**config.mk**
```make
export PLATFORM = sky130hd
export DESIGN_NAME = mod_n_updown_counter
export DESIGN_NICKNAME = d
export VERILOG_FILES = /design/src/rtl/mod_n_updown_counter.sv
export SDC_FILE = /design/constraint.sdc
export NUM_CORES = 1
export LEC_CHECK = 0
export CAP_MARGIN = 20
export CELL_PAD_IN_SITES_DETAIL_PLACEMENT = 1
export CELL_PAD_IN_SITES_GLOBAL_PLACEMENT = 1
export CORE_UTILIZATION = 32
export CTS_BUF_LIST = sky130_fd_sc_hd__clkbuf_8 sky130_fd_sc_hd__clkbuf_16
export DETAILED_ROUTE_END_ITERATION = 12
export GPL_TIMING_DRIVEN = 0
export HOLD_SLACK_MARGIN = 0.1
export PLACE_DENSITY_LB_ADDON = 0.12
export SETUP_SLACK_MARGIN = 0.3
export SLEW_MARGIN = 20
export SYNTH_ARGS = -nofsm -noshare
export SYNTH_HDL_FRONTEND = slang
export SYNTH_SLANG_ARGS = --single-unit
```
**constraint.sdc**
```tcl
create_clock -name clk -period 1.9 [get_ports clk]
set_input_delay 0.285 -clock clk [delete_from_list [all_inputs] [get_ports clk]]
set_output_delay 0.285 -clock clk [all_outputs]
set_load 0.03 [all_outputs]
```
**src/rtl/mod_n_updown_counter.sv**
```systemverilog
// rtl/mod_n_updown_counter.sv - synchronous modulo-N up/down counter with load, tc flag and wrap pulse
// Optional feature: define MOD_CNT_SATURATE_EN to saturate at the bounds instead of wrapping.
module mod_n_updown_counter #(
  parameter int WIDTH     = 4,
  parameter int MODULUS   = 10,
  parameter int RESET_VAL = 0
) (
  input  logic             clk,
  input  logic             rst,
  input  logic             en,
  input  logic             up,
  input  logic             load,
  input  logic [WIDTH-1:0] load_val,
  output logic [WIDTH-1:0] count,
  output logic             tc,
  output logic             wrap
);

  // Bounds held in WIDTH+1 bits so MODULUS == 2**WIDTH is representable.
  localparam logic [WIDTH:0]   MOD_EXT = (WIDTH+1)'(MODULUS);
  localparam logic [WIDTH-1:0] MAX_VAL = WIDTH'(MODULUS - 1);
  localparam logic [WIDTH-1:0] RST_VAL = WIDTH'(RESET_VAL);

  logic [WIDTH:0]   count_ext;
  logic [WIDTH:0]   inc_ext;
  logic [WIDTH:0]   load_ext;
  logic             at_max;
  logic             at_zero;
  logic [WIDTH-1:0] count_next;
  logic             wrap_next;

  assign count_ext = {1'b0, count};
  assign inc_ext   = count_ext + 1'b1;
  assign load_ext  = {1'b0, load_val};
  assign at_max    = (count == MAX_VAL);
  assign at_zero   = (count == '0);

  assign tc = en & ((up & at_max) | (~up & at_zero));

  always_comb begin
    count_next = count;
    wrap_next  = 1'b0;
    if (load) begin
      count_next = (load_ext < MOD_EXT) ? load_val : MAX_VAL;
    end else if (en) begin
      if (up) begin
        if (inc_ext >= MOD_EXT) begin
`ifdef MOD_CNT_SATURATE_EN
          count_next = MAX_VAL;
`else
          count_next = '0;
          wrap_next  = 1'b1;
`endif
        end else begin
          count_next = inc_ext[WIDTH-1:0];
        end
      end else begin
        if (at_zero) begin
`ifdef MOD_CNT_SATURATE_EN
          count_next = '0;
`else
          count_next = MAX_VAL;
          wrap_next  = 1'b1;
`endif
        end else begin
          count_next = count - 1'b1;
        end
      end
    end
  end

  always_ff @(posedge clk or negedge rst) begin
    if (!rst) begin
      count <= RST_VAL;
      wrap  <= 1'b0;
    end else begin
      count <= count_next;
      wrap  <= wrap_next;
    end
  end

endmodule

```
==> impl_metrics.toml, run 1 <==
# implementation run metrics
[cells_and_area]
nClkBuffers = 3
sh_seq_area = 0.156
final_common_cell = "buf_4"
final-clk-cell-share = 0.0550
fin_area_um2 = 820
regMostFlops = "count"
nonClockInverterCount = 5
buffers = 24
comb_cells = 46
final-comb-area_um2 = 395
comb_share = 0.482
fin_cells = 100
largest_register_ff_count = 4
area_growth_pct = 59.4
drive_gt1_frac = 0.369

[clock_tree]
root_buffer = "clkbuf_8"
hold_buffers = 0
clkTransAtPathRegs_ps = 40
numCtsBuffers = 3
post_cts_buffers = 5
htree_levels = 1
cts.sinks = 5
cts_resized = 14

[synth]
syn_area_um2 = 514
common_cells = "a21oi_1, dfrtp_1, inv_1, o31ai_1"
xor_share = 0.0487
ys_chip_area_um2 = 514
edf_count = 0
syn_avg_cell_area_um2 = 8.43
synthArstFlopShare = 1.00
compound_area_frac = 0.285
fp_nets = 73
fa_ha_area_frac = 0.0730
ys_ff = 5
yosys.area_share.simple = 0.238
yosysWarnings = 0
ys_cells = 61
topCellsByArea = "dfrtp_1, ha_1, o31ai_1"
ys_seq_frac = 0.243
synth_cell_types = 29
logic_family = "AND-OR/OR-AND gates"

[route]
drt-met1-wl_um = 700
dr_wl_met2_um = 730
ant_nets = 0
wl_met3_um = 61
highest_layer = "met3"
drt_pass1_iterations = 4
wire_per_inst_um = 14.9
routed_via_density = 5.56

[power_and_ir_drop]
pg_seq_mw = 0.131
p_comb_frac = 0.448
p_int_mw = 0.380
power_frac_seq = 0.224
power-top-group = "combinational logic"
p_sw_mw = 0.208
p_leak_nw = 0.326
p_sw_frac = 0.353
p_comb_mw = 0.263
power.total_mw = 0.588
ir_drop_mv = 0.503

[setup_path]
max_stage_delay_ps = 430
crit_chain = "inv_2, ha_4, nor3b_4, a31oi_2, nor3_4, buf_6"
slowest_stage = "dfrtp_2"
cp-start-kind = "flip-flop"
crit_buf_inv = 2
required_ps = 1620
r2r_setup_slack_ps = 330
ff2ff_path_depth = 6
path_max_fanout = 3
timing_worst_setup_path_type = "reg2out"
crit_cells = 6
timing.rr.end = "count[0]$_DFFE_PN0P_"
crit_end = "tc"
critPathTopFamily = "flip-flops"
critPathArrivalTime_ps = 1410

[floorplan]
rows = 14
die_w_um = 42.1
tap_cells = 16

[place]
gp_congestion = 0.735
dp_cells = 89
post-dp-hpwl_mm = 1.02

[final_timing]
finalSetupViolCount = 0
slew_viol_final = 0
min_period_ps = 1690
hold_viol_final = 0
whs_ps = 284
relSlewSlack = 0.799
worstMarginPinSlew_ps = 301
setup_tns_ps = 0
setup_slack_ps = 209

[grt]
grt_pass1_vias = 527
grt_usage = 0.181
grt_pass1_wl_mm = 2.42
use_met2 = 0.288
grt_start_max_net_pins = 11
grt_util_met3 = 0.0560

[outcome]
outcome = "complete, no violations"

[flow_run]
max_cap_viol_count = 0
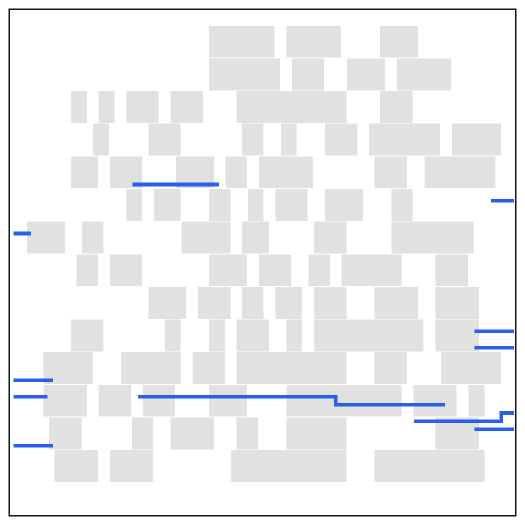
run_1/met3.png
Drawn at 12 px/um.
wire length on this layer = 61.9 um
nets with wire on the layer = 11
share of all routed wire = 4.1%
via count: 556
WL final: 1.49 mm

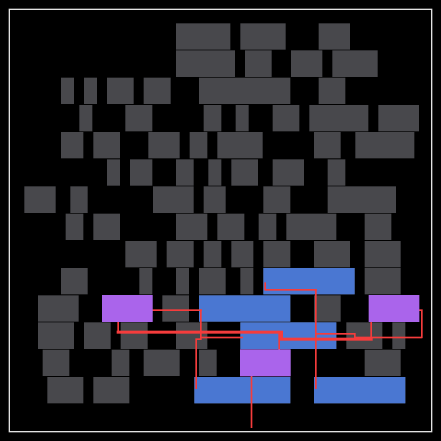
run_1/clock_map.png
Drawn at 10 px/um.
clock wires -> red  # length 92.0 um
cells driving clock nets -> purple  # count 3
flip-flops -> blue  # count 5
routed clock nets = 4
clock power share: 0.328
worst skew pair latency: 220 ps
Worst Clk Skew: 3.31 ps
total clock network power: 0.193 mW

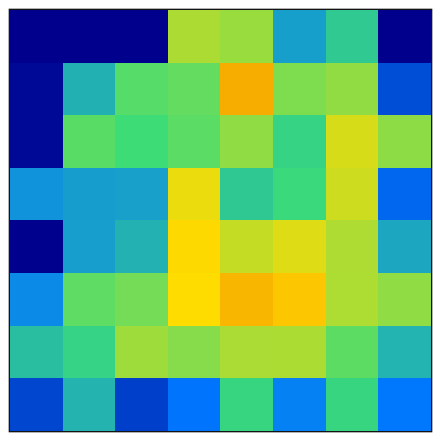
run_1/density.png
Drawn at 10 px/um. 8 x 8 tiles, from dark blue (low) to red (high), 0 to 100% covered.
fullest tile = 80%
nearly empty tiles = 11%
tiles over 75% full = 6.2%
mean over tiles = 45%
emptiest ninth of the die = upper left
Starting Density: 0.341
core area: 1510 um2
fin util: 0.544

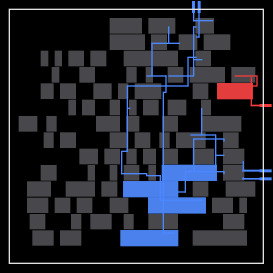
run_1/port_nets.png
Drawn at 6 px/um.
tc -> red  # bits 1, direction output, end cells 1, buffers 1, wire 12.5 um
count -> blue  # bits 4, direction output, end cells 4, buffers 5, wire 164 um
Ports: 15
I/O Buffers: 12

--- run 2 (diff from run 1) ---
Settings changed: CELL_PAD_IN_SITES_GLOBAL_PLACEMENT 1 to 2, CORE_ASPECT_RATIO set to 0.75, CORE_UTILIZATION 32 to 25.
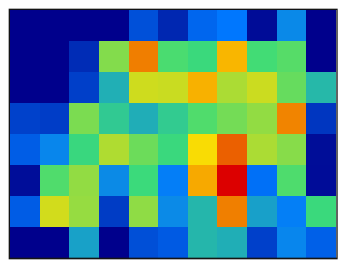
run_2/density.png
Drawn at 6 px/um. 11 x 8 tiles, from dark blue (low) to red (high), 0 to 100% covered.
fullest tile = 100%
nearly empty tiles = 15%
emptiest ninth of the die = upper left
tiles over 75% full = 9.1%
densest ninth of the die = center
Starting Density: 0.280
fin util: 0.467
core area: 1840 um2

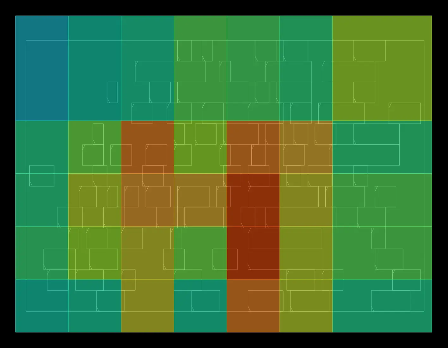
run_2/final_congestion.png
gr usage total: 0.175
met1 usage: 0.236
busiest grt layer: met2

==> run 2 against run 1 <==
Net effect:
- maximum frequency down 1.5%
- wire length grew 8.4%
- area after synthesis unchanged
- critical path depth is the same
==> impl_metrics.toml, run 2 <==
# implementation run metrics
[route]
dr_wl_met2_um = 731
wl_mm = 1.62
wl_met3_um = 43
drt-met1-wl_um = 833
wire_per_inst_um = 15.0
highest_layer = "met4"
drt_pass1_iterations = 4
ant_nets = 0
dr_total_vias = 567

[setup_path]
crit_cells = 6
cp-start-kind = "flip-flop"
timing.rr.end = "count[1]$_DFFE_PN0P_"
slowest_stage = "dfrtp_2"
crit_chain = "inv_2, ha_4, nor3b_4, a31oi_2, nor3_4, buf_6"
timing_worst_setup_path_type = "reg2out"
critPathArrivalTime_ps = 1430
crit_end = "tc"
critPathTopFamily = "flip-flops"
crit_buf_inv = 2
ff2ff_path_depth = 6
r2r_setup_slack_ps = 230
path_max_fanout = 5
max_stage_delay_ps = 440
required_ps = 1620

[synth]
common_cells = "a21oi_1, dfrtp_1, inv_1, o31ai_1"
synthArstFlopShare = 1.00
ys_ff = 5
xor_share = 0.0487
edf_count = 0
yosysWarnings = 0
fp_nets = 73
syn_avg_cell_area_um2 = 8.43
ys_cells = 61
synth_cell_types = 29
ys_chip_area_um2 = 514
ys_seq_frac = 0.243
topCellsByArea = "dfrtp_1, ha_1, o31ai_1"
logic_family = "AND-OR/OR-AND gates"
compound_area_frac = 0.285
syn_area_um2 = 514

[place]
post-dp-hpwl_mm = 1.09
gp_congestion = 0.720
port_buffers = 12
placed_area_um2 = 696

[floorplan]
tap_cells = 22
die_w_um = 54.4
chip_area_um2 = 2240
io-pin-count = 15
rows = 13

[cells_and_area]
regMostFlops = "count"
area_growth_pct = 66.9
fin_area_um2 = 858
comb_cells = 46
sh_seq_area = 0.149
final_common_cell = "buf_4"
drive_gt1_frac = 0.395
nonClockInverterCount = 5
buffers = 26
largest_register_ff_count = 4
comb_share = 0.472
fin_cells = 108
final-clk-cell-share = 0.0539
nClkBuffers = 3
final-comb-area_um2 = 405

[final_timing]
worstMarginPinSlew_ps = 321
hold_viol_final = 0
fin_skew_ps = 0.212
min_period_ps = 1720
slew_viol_final = 0
finalSetupViolCount = 0
setup_slack_ps = 184
setup_tns_ps = 0
relSlewSlack = 0.786
whs_ps = 283

[power_and_ir_drop]
p_int_mw = 0.395
power.total_mw = 0.617
p_sw_mw = 0.221
power_frac_seq = 0.215
p_comb_frac = 0.458
pg_seq_mw = 0.132
ir_drop_mv = 0.621
clkPwrFrac = 0.328
p_leak_nw = 0.336
power-top-group = "combinational logic"
p_clk_mw = 0.202
p_sw_frac = 0.359
p_comb_mw = 0.282

[grt]
use_met2 = 0.280
grt_util_met3 = 0.0444
grt_pass1_vias = 553
grt_start_max_net_pins = 11
grt_pass1_wl_mm = 2.59

[clock_tree]
post_cts_buffers = 6
cts.sinks = 5
insertion_delay_ps = 220
cts_resized = 12
hold_buffers = 0
clkTransAtPathRegs_ps = 40
root_buffer = "clkbuf_8"

[outcome]
outcome = "complete, no violations"

[flow_run]
max_cap_viol_count = 0
Power and IR drop assume default switching activity.
